### Routed metal, one color a layer

Two of the layers only.
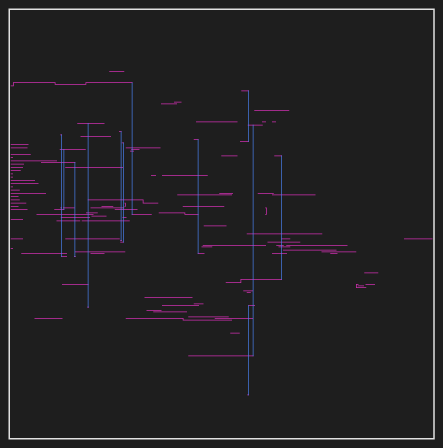
### Met2 routing

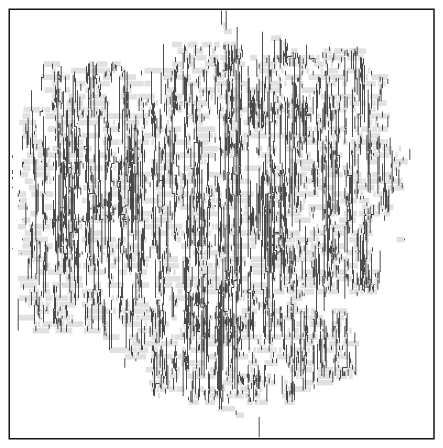
File: config.mk
export PLATFORM = sky130hd
export DESIGN_NAME = rgb_pwm_gen
export DESIGN_NICKNAME = d
export VERILOG_FILES = /design/src/rtl/rgb_pwm_gen.sv
export SDC_FILE = /design/constraint.sdc
export NUM_CORES = 1
export LEC_CHECK = 0
export CAP_MARGIN = 20
export CORE_AREA = 3 3 174 176
export DETAILED_ROUTE_END_ITERATION = 8
export DIE_AREA = 0 0 177 179
export GPL_ROUTABILITY_DRIVEN = 0
export HOLD_SLACK_MARGIN = 0.08
export SETUP_SLACK_MARGIN = 0.2
export SYNTH_ARGS = -nofsm -noshare
export SYNTH_HDL_FRONTEND = slang
export SYNTH_SLANG_ARGS = --single-unit
File: constraint.sdc
create_clock -name clk -period 9.6 [get_ports clk]
set_input_delay 1.92 -clock clk [delete_from_list [all_inputs] [get_ports clk]]
set_output_delay 1.92 -clock clk [all_outputs]
set_load 0.005 [all_outputs]
File: src/rtl/rgb_pwm_gen.sv
// Three-channel bus-programmed PWM engine with double-buffered duties and an
// optional triangular breathing envelope scaling all channels.
module rgb_pwm_gen #(
   parameter int PSC_W = 8
) (
   input  logic       clk,
   input  logic       rst,
   input  logic       cs,
   input  logic       we,
   input  logic [3:0] addr,
   input  logic [7:0] din,
   output logic [7:0] dout,
   output logic [2:0] pwm,
   output logic       frame
);

   typedef enum logic {
      UP   = 1'b0,
      DOWN = 1'b1
   } breath_t;

   // Upper byte of the 8x8 unsigned product: duty scaled by envelope level.
   function automatic logic [7:0] scale_duty(input logic [7:0] duty, input logic [7:0] lvl);
      logic [15:0] prod;
      prod = {8'd0, duty} * {8'd0, lvl};
      return prod[15:8];
   endfunction

   logic             wr_en;
   logic             rd_en;

   logic [2:0][7:0]  duty_stg;
   logic [2:0][7:0]  duty_act;
   logic [PSC_W-1:0] psc;
   logic             en;
   logic             breathe;
   logic [7:0]       rate;

   logic [PSC_W-1:0] psc_cnt;
   logic [7:0]       cnt_p0;
   logic             tick;
   logic             frame_end;

   breath_t          state;
   breath_t          state_nxt;
   logic [7:0]       level;
   logic [7:0]       level_nxt;
   logic [7:0]       div;
   logic [7:0]       div_nxt;

   logic [2:0][7:0]  eff;
   logic [2:0]       pwm_p1;
   logic             frame_p1;
   logic [7:0]       rd_data;

   assign wr_en     = cs & we;
   assign rd_en     = cs & ~we;
   assign tick      = en && (psc_cnt == psc);
   assign frame_end = tick && (cnt_p0 == 8'hFF);

   // Register file writes
   always_ff @(posedge clk) begin
      if (rst) begin
         duty_stg <= '0;
         psc      <= '0;
         en       <= 1'b0;
         breathe  <= 1'b0;
         rate     <= 8'd0;
      end else if (wr_en) begin
         case (addr)
            4'd0:    duty_stg[0] <= din;
            4'd1:    duty_stg[1] <= din;
            4'd2:    duty_stg[2] <= din;
            4'd3:    psc         <= PSC_W'(din);
            4'd4: begin
               en      <= din[0];
               breathe <= din[1];
            end
            4'd5:    rate        <= din;
            default: ;
         endcase
      end
   end

   // Stage 0: prescaler and frame counter; an unmatched count simply wraps
   always_ff @(posedge clk) begin
      if (rst || !en) begin
         psc_cnt <= '0;
         cnt_p0  <= 8'd0;
      end else if (tick) begin
         psc_cnt <= '0;
         cnt_p0  <= cnt_p0 + 8'd1;
      end else begin
         psc_cnt <= psc_cnt + PSC_W'(1);
      end
   end

   // Active duties swap only at a frame end, so a same-edge write lands next frame
   always_ff @(posedge clk) begin
      if (rst) begin
         duty_act <= '0;
      end else if (frame_end) begin
         duty_act <= duty_stg;
      end
   end

   always_ff @(posedge clk) begin
      if (rst) begin
         state <= UP;
         level <= 8'd0;
         div   <= 8'd0;
      end else begin
         state <= state_nxt;
         level <= level_nxt;
         div   <= div_nxt;
      end
   end

   // Turn around on the step that lands on an endpoint so level never wraps
   always_comb begin
      state_nxt = state;
      level_nxt = level;
      div_nxt   = div;
      if (frame_end && breathe) begin
         if (div == rate) begin
            div_nxt = 8'd0;
            case (state)
               UP: begin
                  level_nxt = level + 8'd1;
                  if (level == 8'hFE) state_nxt = DOWN;
               end
               DOWN: begin
                  level_nxt = level - 8'd1;
                  if (level == 8'h01) state_nxt = UP;
               end
               default: state_nxt = UP;
            endcase
         end else begin
            div_nxt = div + 8'd1;
         end
      end
   end

   always_comb begin
      for (int n = 0; n < 3; n++) begin
         eff[n] = breathe ? scale_duty(duty_act[n], level) : duty_act[n];
      end
   end

   // Stage 1: registered compare outputs, one clock behind the counter
   always_ff @(posedge clk) begin
      if (rst) begin
         pwm_p1   <= 3'b000;
         frame_p1 <= 1'b0;
      end else begin
         for (int n = 0; n < 3; n++) begin
            pwm_p1[n] <= en && (cnt_p0 < eff[n]);
         end
         frame_p1 <= frame_end;
      end
   end

   assign pwm   = pwm_p1;
   assign frame = frame_p1;

   always_comb begin
      rd_data = 8'd0;
      case (addr)
         4'd0:    rd_data = duty_stg[0];
         4'd1:    rd_data = duty_stg[1];
         4'd2:    rd_data = duty_stg[2];
         4'd3:    rd_data = 8'(psc);
         4'd4:    rd_data = {6'd0, breathe, en};
         4'd5:    rd_data = rate;
         4'd6:    rd_data = level;
         4'd7:    rd_data = {6'd0, en, state == DOWN};
         default: rd_data = 8'd0;
      endcase
   end

   always_ff @(posedge clk) begin
      if (rst) begin
         dout <= 8'd0;
      end else if (rd_en) begin
         dout <= rd_data;
      end
   end

endmodule

==> results.json <==
{
  "h_tree_depth": 3,
  "final_min_period_ps": 6550,
  "design.die.area_sq_um": 31700,
  "grt_start_max_net_pins": 73,
  "gr-total-overflow": 0,
  "synth.yosys.seq_area_share_pct": 19.4,
  "power.internal_mw": 0.690,
  "lay_top_count": "sky130_fd_sc_hd__and2_1",
  "route.vias.total": 8793,
  "required_ps": 9900,
  "fin_worst_skew_ps": 9.88,
  "seq_total_area_pct": 18.0,
  "post-layout-total-power_mw": 0.899,
  "worst_stage_delay_on_the_critical_path_ps": 1010,
  "crit_chain": "nand2_1 -> fa_1 -> fa_1 -> inv_1 -> fa_1 -> inv_1 -> fa_1 -> inv_1 -> ha_1 -> a21oi_1 -> o21ai_0 -> a221oi_1 -> o21ai_0 -> and4_1 -> nor3_1 -> ha_1 -> and3_1 -> a2111oi_0 -> o21ai_0 -> nor2_1",
  "total_clock_buffers_created_by_cts": 9,
  "maxPowerGroup": "sequential cells",
  "switching_share_pct": 23.2,
  "numPortBuffers": 27,
  "syn-num-nets": 1561,
  "synth-edff-count": 0,
  "leak_pwr_nw": 5.70,
  "worstPathMaxFanout": 28,
  "netlist-cell-type-count": 64,
  "fraction_of_synthesized_area_in_multiplexers_pct": 6.63,
  "regToRegSetupSlack_ps": 3050,
  "final-clk-cell-share_pct": 2.48,
  "comb_area_share_pct": 68.1,
  "antenna_violations_before_repair": 0,
  "combinational_power_share_pct": 4.4,
  "cts-hold-fix-buffers": 0,
  "initCoreUtil_pct": 39.7,
  "first_pass_iters": 7,
  "clockBufferCount": 11,
  "hold_path.startpoint": "dout[0]",
  "layout_area_overhead_pct": 8.01,
  "area_of_the_core_sq_um": 28800,
  "setup_viol": 0,
  "worst_setup_path_startpoint": "level[7]",
  "final_cell_area_sq_um": 12400,
  "crit_arrival_ps": 6850,
  "powerClk_mw": 0.395,
  "hold_depth": 2,
  "drive_above_1_share_pct": 3.76,
  "worst_pin_slew_ps": 1040,
  "run_status": "finished clean",
  "synth_cells": 1313,
  "asyncSetResetFlopFracSynth_pct": 0,
  "design.portCount": 28,
  "multi_input_comb_area_sq_um": 8420,
  "synth.cellmix.simpleShare_pct": 22.1,
  "worstReg2RegEnd": "pwm[1]"
}
## Picture notes: 'Routed metal, one color a layer'
- blue: met4 (wire length 589 um)
- magenta: met3 (wire length 1100 um)
overall global routing resource usage: 18.3%
wirelength, routed: 28.0 mm
routed len/inst: 16.6 um

## Picture notes: 'Met2 routing'
- wire length on this layer: 12900 um
- main direction: vertical

## metrics by stage
step           hold WS, ps  cells  util [%]
2_1_floorplan          446   1313         -
6_report               482   1687      42.9
3_5_place_dp           463   1670      41.8
4_1_cts                482   1686      42.8
5_1_grt                499   1687      42.9
3_3_place_gp           452   1669      41.7
## worst max-delay path: cells and delay by family, from the launching register on
family	cells	cell delay, ps
and+or+nand+nor	5	920
adders and majority gates	6	2740
buffers and inverters	3	160
AOI/OAI and AO/OA	6	1670
DFF	1	1010
## routing by layer
metal | vias to the layer above | wire length (um) | track usage [%]
li1 | 4296 | - | -
met1 | 4272 | 13400 | 25.4
met2 | 196 | 12900 | 30.4
met3 | 29 | 1100 | 1.63
met4 | 0 | 588 | 5.24
met5 | - | 0 | 0
## synthesized netlist by cell type (7+ instances only)
cell type,instances
sky130_fd_sc_hd__a211oi_1,11
sky130_fd_sc_hd__and2_1,156
sky130_fd_sc_hd__fa_1,105
sky130_fd_sc_hd__ha_1,127
sky130_fd_sc_hd__a21oi_1,54
sky130_fd_sc_hd__mux2i_1,60
sky130_fd_sc_hd__inv_1,146
sky130_fd_sc_hd__nor3_1,16
sky130_fd_sc_hd__xnor2_1,33
sky130_fd_sc_hd__and3_1,11
sky130_fd_sc_hd__mux2_2,10
sky130_fd_sc_hd__clkbuf_1,53
sky130_fd_sc_hd__o21ai_0,29
sky130_fd_sc_hd__xor2_1,24
sky130_fd_sc_hd__nor2b_1,14
sky130_fd_sc_hd__nor2_1,89
sky130_fd_sc_hd__nand4_1,21
sky130_fd_sc_hd__o21bai_1,7
sky130_fd_sc_hd__dfxtp_1,111
sky130_fd_sc_hd__nand2_1,116
sky130_fd_sc_hd__nand3_1,25
